$ cat src/rtl/scroll_step_ctrl.sv
// Step-strobe generator for the LED message scroller: periodic auto-scroll tick
// plus a synchronised, debounced single-cycle manual-step pulse.
module scroll_step_ctrl #(
    parameter int TICK_DIV        = 50_000_000,
    parameter int DEBOUNCE_CYCLES = 500_000
) (
    input  logic clk,
    input  logic reset,
    input  logic button_raw,
    input  logic run_en,
    output logic m_tick,
    output logic button
);

    localparam int DW = $clog2(DEBOUNCE_CYCLES + 1);
    localparam int TW = $clog2(TICK_DIV);

    localparam logic [DW-1:0] DCNT_MAX = DW'(DEBOUNCE_CYCLES);
    localparam logic [DW-1:0] DCNT_ONE = DW'(1);
    localparam logic [TW-1:0] TCNT_MAX = TW'(TICK_DIV - 1);
    localparam logic [TW-1:0] TCNT_ONE = TW'(1);

    localparam logic [1:0] IDLE      = 2'd0;
    localparam logic [1:0] ARMING    = 2'd1;
    localparam logic [1:0] HELD      = 2'd2;
    localparam logic [1:0] RELEASING = 2'd3;

    logic          s1;
    logic          s2;
    logic [1:0]    state;
    logic [1:0]    state_nxt;
    logic [DW-1:0] dcnt;
    logic [DW-1:0] dcnt_nxt;
    logic          press;
    logic [TW-1:0] tcnt;
    logic [TW-1:0] tcnt_nxt;
    logic          tick_nxt;

    // Debounce: a level change is accepted only after DEBOUNCE_CYCLES stable samples.
    always_comb begin
        state_nxt = state;
        dcnt_nxt  = dcnt;
        press     = 1'b0;
        case (state)
            IDLE: begin
                if (s2) begin
                    state_nxt = ARMING;
                    dcnt_nxt  = DCNT_ONE;
                end else begin
                    dcnt_nxt  = '0;
                end
            end
            ARMING: begin
                if (!s2) begin
                    state_nxt = IDLE;
                    dcnt_nxt  = '0;
                end else if (dcnt == DCNT_MAX) begin
                    state_nxt = HELD;
                    dcnt_nxt  = '0;
                    press     = 1'b1;
                end else begin
                    dcnt_nxt  = dcnt + DCNT_ONE;
                end
            end
            HELD: begin
                if (!s2) begin
                    state_nxt = RELEASING;
                    dcnt_nxt  = DCNT_ONE;
                end else begin
                    dcnt_nxt  = '0;
                end
            end
            RELEASING: begin
                if (s2) begin
                    state_nxt = HELD;
                    dcnt_nxt  = '0;
                end else if (dcnt == DCNT_MAX) begin
                    state_nxt = IDLE;
                    dcnt_nxt  = '0;
                end else begin
                    dcnt_nxt  = dcnt + DCNT_ONE;
                end
            end
            default: begin
                state_nxt = IDLE;
                dcnt_nxt  = '0;
            end
        endcase
    end

    // A manual step restarts the prescaler and suppresses a coincident tick.
    always_comb begin
        tcnt_nxt = tcnt;
        tick_nxt = 1'b0;
        if (press || !run_en) begin
            tcnt_nxt = '0;
        end else if (tcnt == TCNT_MAX) begin
            tcnt_nxt = '0;
            tick_nxt = 1'b1;
        end else begin
            tcnt_nxt = tcnt + TCNT_ONE;
        end
    end

    always_ff @(posedge clk) begin
        if (reset) begin
            s1     <= 1'b0;
            s2     <= 1'b0;
            state  <= IDLE;
            dcnt   <= '0;
            tcnt   <= '0;
            m_tick <= 1'b0;
            button <= 1'b0;
        end else begin
            s1     <= button_raw;
            s2     <= s1;
            state  <= state_nxt;
            dcnt   <= dcnt_nxt;
            tcnt   <= tcnt_nxt;
            m_tick <= tick_nxt;
            button <= press;
        end
    end

endmodule

$ cat config.mk
export PLATFORM = sky130hd
export DESIGN_NAME = scroll_step_ctrl
export DESIGN_NICKNAME = d
export VERILOG_FILES = /design/src/rtl/scroll_step_ctrl.sv
export SDC_FILE = /design/constraint.sdc
export NUM_CORES = 1
export LEC_CHECK = 0
export ABC_CLOCK_PERIOD_IN_PS = 6500
export CAP_MARGIN = 30
export CORE_AREA = 2 2 86 88
export CTS_CLUSTER_DIAMETER = 120
export DETAILED_ROUTE_END_ITERATION = 10
export DIE_AREA = 0 0 88 90
export SLEW_MARGIN = 0
export SYNTH_ARGS = -nofsm -noshare
export SYNTH_HDL_FRONTEND = slang
export SYNTH_SLANG_ARGS = --single-unit
$ cat constraint.sdc
create_clock -name clk -period 6.5 [get_ports clk]
set_input_delay 1.3 -clock clk [delete_from_list [all_inputs] [get_ports clk]]
set_output_delay 1.3 -clock clk [all_outputs]
set_load 0.03 [all_outputs]
Figure 1. Routing congestion map (run 1).
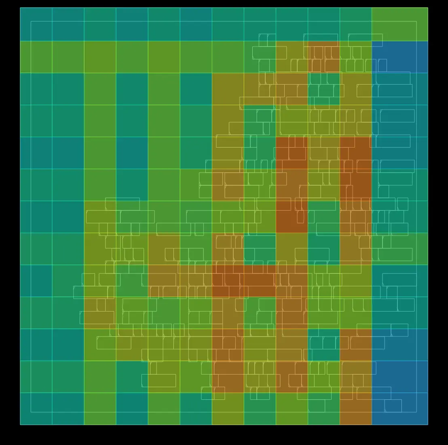
drt wl/cell: 12.21 um
All-Layer GR Usage: 11.78%
gr busiest metal: met2
met1 usage: 16.53%
met2 GRT Util: 17.49%

Figure 2. Where the registers sit (run 1).
Other sequential cells in the stronger gray, the rest of the logic in the fainter gray.
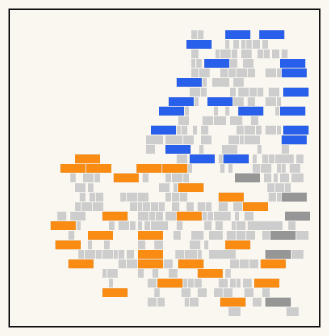
| color | signal | flops |
|---|---|---|
| orange | tcnt | 26 |
| blue | dcnt | 19 |
not colored: 6
flop share of the area: 38.99%
P_seq: 315 uW
Final Util: 37.30%

==> results.toml, run 1 <==
# physical design summary
[global_routing]
grt_max_degree = 21
grt_pass1_vias = 1670
met3_usage_pct = 3.306
grt-ovfl-total = 0

[critical_path]
critPathTopFamily = "buffers and inverters"
slowest_stage = "clkdlybuf4s50_1"
worstPathArrival_ps = 1290
reg2reg_depth = 5
worst-path-buf-inv = 1
critical_path_required_ps = 5200
cp_slowest_stage_delay_ps = 670

[final_layout]
clock_buffers = 6
comb_area_um2 = 1266
comb_cells = 194
top_area_cell_class = "logic gates"
seq_cells = 51
nFillCells = 707
drive_gt1_share_pct = 5.556
sh_comb_area_pct = 48.35
nonClkBufAreaFrac_pct = 3.249
nets = 276

[clocking]
cts_setup_buffers = 0
cts_max_level = 2
cts.sinks = 51
cts.clk_slew.worst_paths_ps = 90

[power]
clock_power_share_pct = 35.6
total_power_uw = 505.8
power.group.top = "registers"
p_sw_uw = 111.4
power.density_nw_per_um2 = 193.1
ir_worst_vdd_v = 0.00008655
powerComb_uw = 10.7

[die]
rows = 31
io_pins = 6
die_h_um = 90

[min_path]
worst_hold_startpoint = "s1$_SDFF_PP0_"

[logic_synthesis]
logic_family = "simple AND/OR/NAND/NOR gates"
ys_types = 37
yosysTopAreaCell = "dfxtp_1"
syn_area_um2 = 2396
netlist_top_cells_count = "51 x dfxtp_1, 18 x nor3_1, 17 x nor2_1"
ys_sh_simple_pct = 31.33
edf_count = 0
ys_async_sr_fraction_pct = 0
ys.warnings.count = 0
ys_seq_share_pct = 42.61

[final_timing]
setup_violations = 0
hold_viol = 0
final_max_slew_viol_count = 0
post-route-min-period_ps = 2594
fin_ws_ps = 3906

[route]
antenna_left = 0
top_layer = "met4"
first_iter_violations = 122

[job]
tool_warnings = 27

[outcome]
status = "complete, no violations"

[placed_design]
dpl.hpwl_um = 3104
pre_cts_ws_ps = 3759
dp.cells = 361
gp_congestion = 0.7339
Figure 3. Wiring by layer (run 1).
Only two layers are drawn.
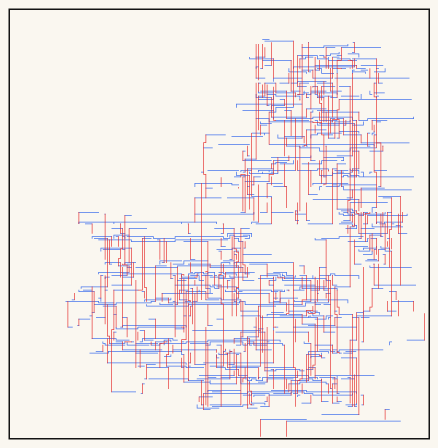
| color | layer | wire length |
|---|---|---|
| red | met2 | 1980 um |
| blue | met1 | 2350 um |
DRT Wirelength: 4507 um
vias after detailed routing: 1878

run 1: flip-flops by register name, summed over array words and instances (netlist names), named ones only:
name    count
m_tick      1
tcnt       26
s1          1
state       1
s2          1
dcnt       19
button      1
run 1: cells by family (layout without fill, tap and decap cells):
kind of cell / Yosys count / count (layout)
and+or+nand+nor: 129 / 129
DFF: 51 / 51
AOI/OAI and AO/OA: 34 / 34
xor gates and xnor gates: 28 / 28
buffers and inverters: 23 / 25
adders and majority gates: 3 / 3
run 1: worst min-delay path by stage:
stage,to
after CTS,s2$_SDFF_PP0_
after global placement,s2$_SDFF_PP0_
final,s2$_SDFF_PP0_
after detailed placement,s2$_SDFF_PP0_
after global routing,s2$_SDFF_PP0_
after floorplan,s2$_SDFF_PP0_
--- run 2 (diff from run 1) ---
ABC_CLOCK_PERIOD_IN_PS = 2500   (was 6500)
clock period = 2.5 ns   (was 6.5 ns; I/O delays follow)
Figure 4. Where the registers sit (run 2).
Other sequential cells in the stronger gray, the rest of the logic in the fainter gray.
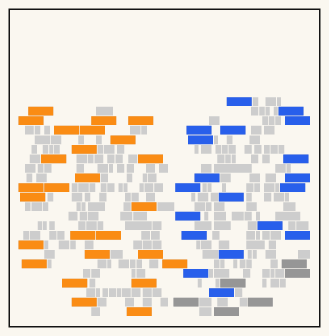
| color | signal | flops |
|---|---|---|
| blue | dcnt | 19 |
| orange | tcnt | 26 |
Final Util: 38.16%
Flop area: 1021 um^2
P_seq: 819 uW

Figure 5. Wiring by layer (run 2).
Only two layers are drawn.
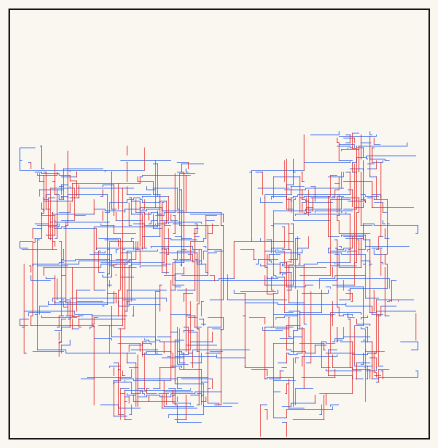
| color | layer | wire length |
|---|---|---|
| red | met2 | 2060 um |
| blue | met1 | 2190 um |
DRT Wirelength: 4444 um
vias after detailed routing: 1882

==> results.toml, run 2 <==
# physical design summary
[outcome]
status = "complete, no violations"

[route]
wire_per_inst_um = 11.88
antenna_left = 0

[logic_synthesis]
ys_async_sr_fraction_pct = 0
ys_sh_simple_pct = 31.33
logic_family = "simple AND/OR/NAND/NOR gates"
ys_seq_share_pct = 42.61
edf_count = 0
yosysTopAreaCell = "dfxtp_1"
ys.warnings.count = 0
netlist_top_cells_count = "51 x dfxtp_1, 18 x nor3_1, 17 x nor2_1"
syn_area_um2 = 2396

[global_routing]
grt_max_degree = 28
gr-usage-all-layers_pct = 12.63

[final_layout]
top_area_cell_class = "logic gates"
drive_gt1_share_pct = 7.636
comb_area_um2 = 1266
seq_share_pct = 38.11
top_register = "tcnt"
nonClkBufAreaFrac_pct = 4.297
largest_register_ffs = 26
seq_cells = 51
nFillCells = 707
clock_buffers = 5
comb_cells = 194

[power]
power.density_nw_per_um2 = 536.5
clock_power_share_pct = 41.2
total_power_mw = 1.437

[clocking]
cts.clk_slew.worst_paths_ps = 110
cts_setup_buffers = 0
cts_max_level = 2

[placed_design]
gp_congestion = 0.7835
dpl.hpwl_um = 3098

[die]
rows = 31
die_h_um = 90
io_pins = 6

[critical_path]
critical_path_required_ps = 2720

[job]
tool_warnings = 27

[min_path]
min_to = "s2$_SDFF_PP0_"
worst_hold_startpoint = "s1$_SDFF_PP0_"

[final_timing]
setup_violations = 0
post-route-min-period_ps = 2177
hold_viol = 0
fin_ws_ps = 322.7
final_max_slew_viol_count = 0
==> run 2: cell count changes in the layout (fill, tap and decap cells not counted) <==
cell,change
clkbuf_1,-1
buf_4,+5
bufinv_16,+1
buf_12,+1
clkinv_2,-1
buf_16,-1
inv_6,+1
==> run 2: routing by layer <==
metal,track usage (%),vias to the layer above,share of wire [%]
met5,0,-,0
met3,3.122,6,2.1
met2,20.45,11,46
met4,5.256,0,2.1
met1,15.76,875,49
li1,-,990,-
==> run 2: cells by family (layout without fill, tap and decap cells) <==
family,after synthesis,in the layout
compound gates,34,34
flops,51,51
simple gates,129,129
buf+inv,23,30
xor+xnor,28,28
fa+ha+maj,3,3
==> run 2: critical path, stage by stage, from the launching register on <==
cell	delay [ps]
dfxtp_1	420
and3_1	250
nand4_1	410
or4b_2	770
a211oi_1	240
No activity file was given, so power comes from the tool's default toggle rates.
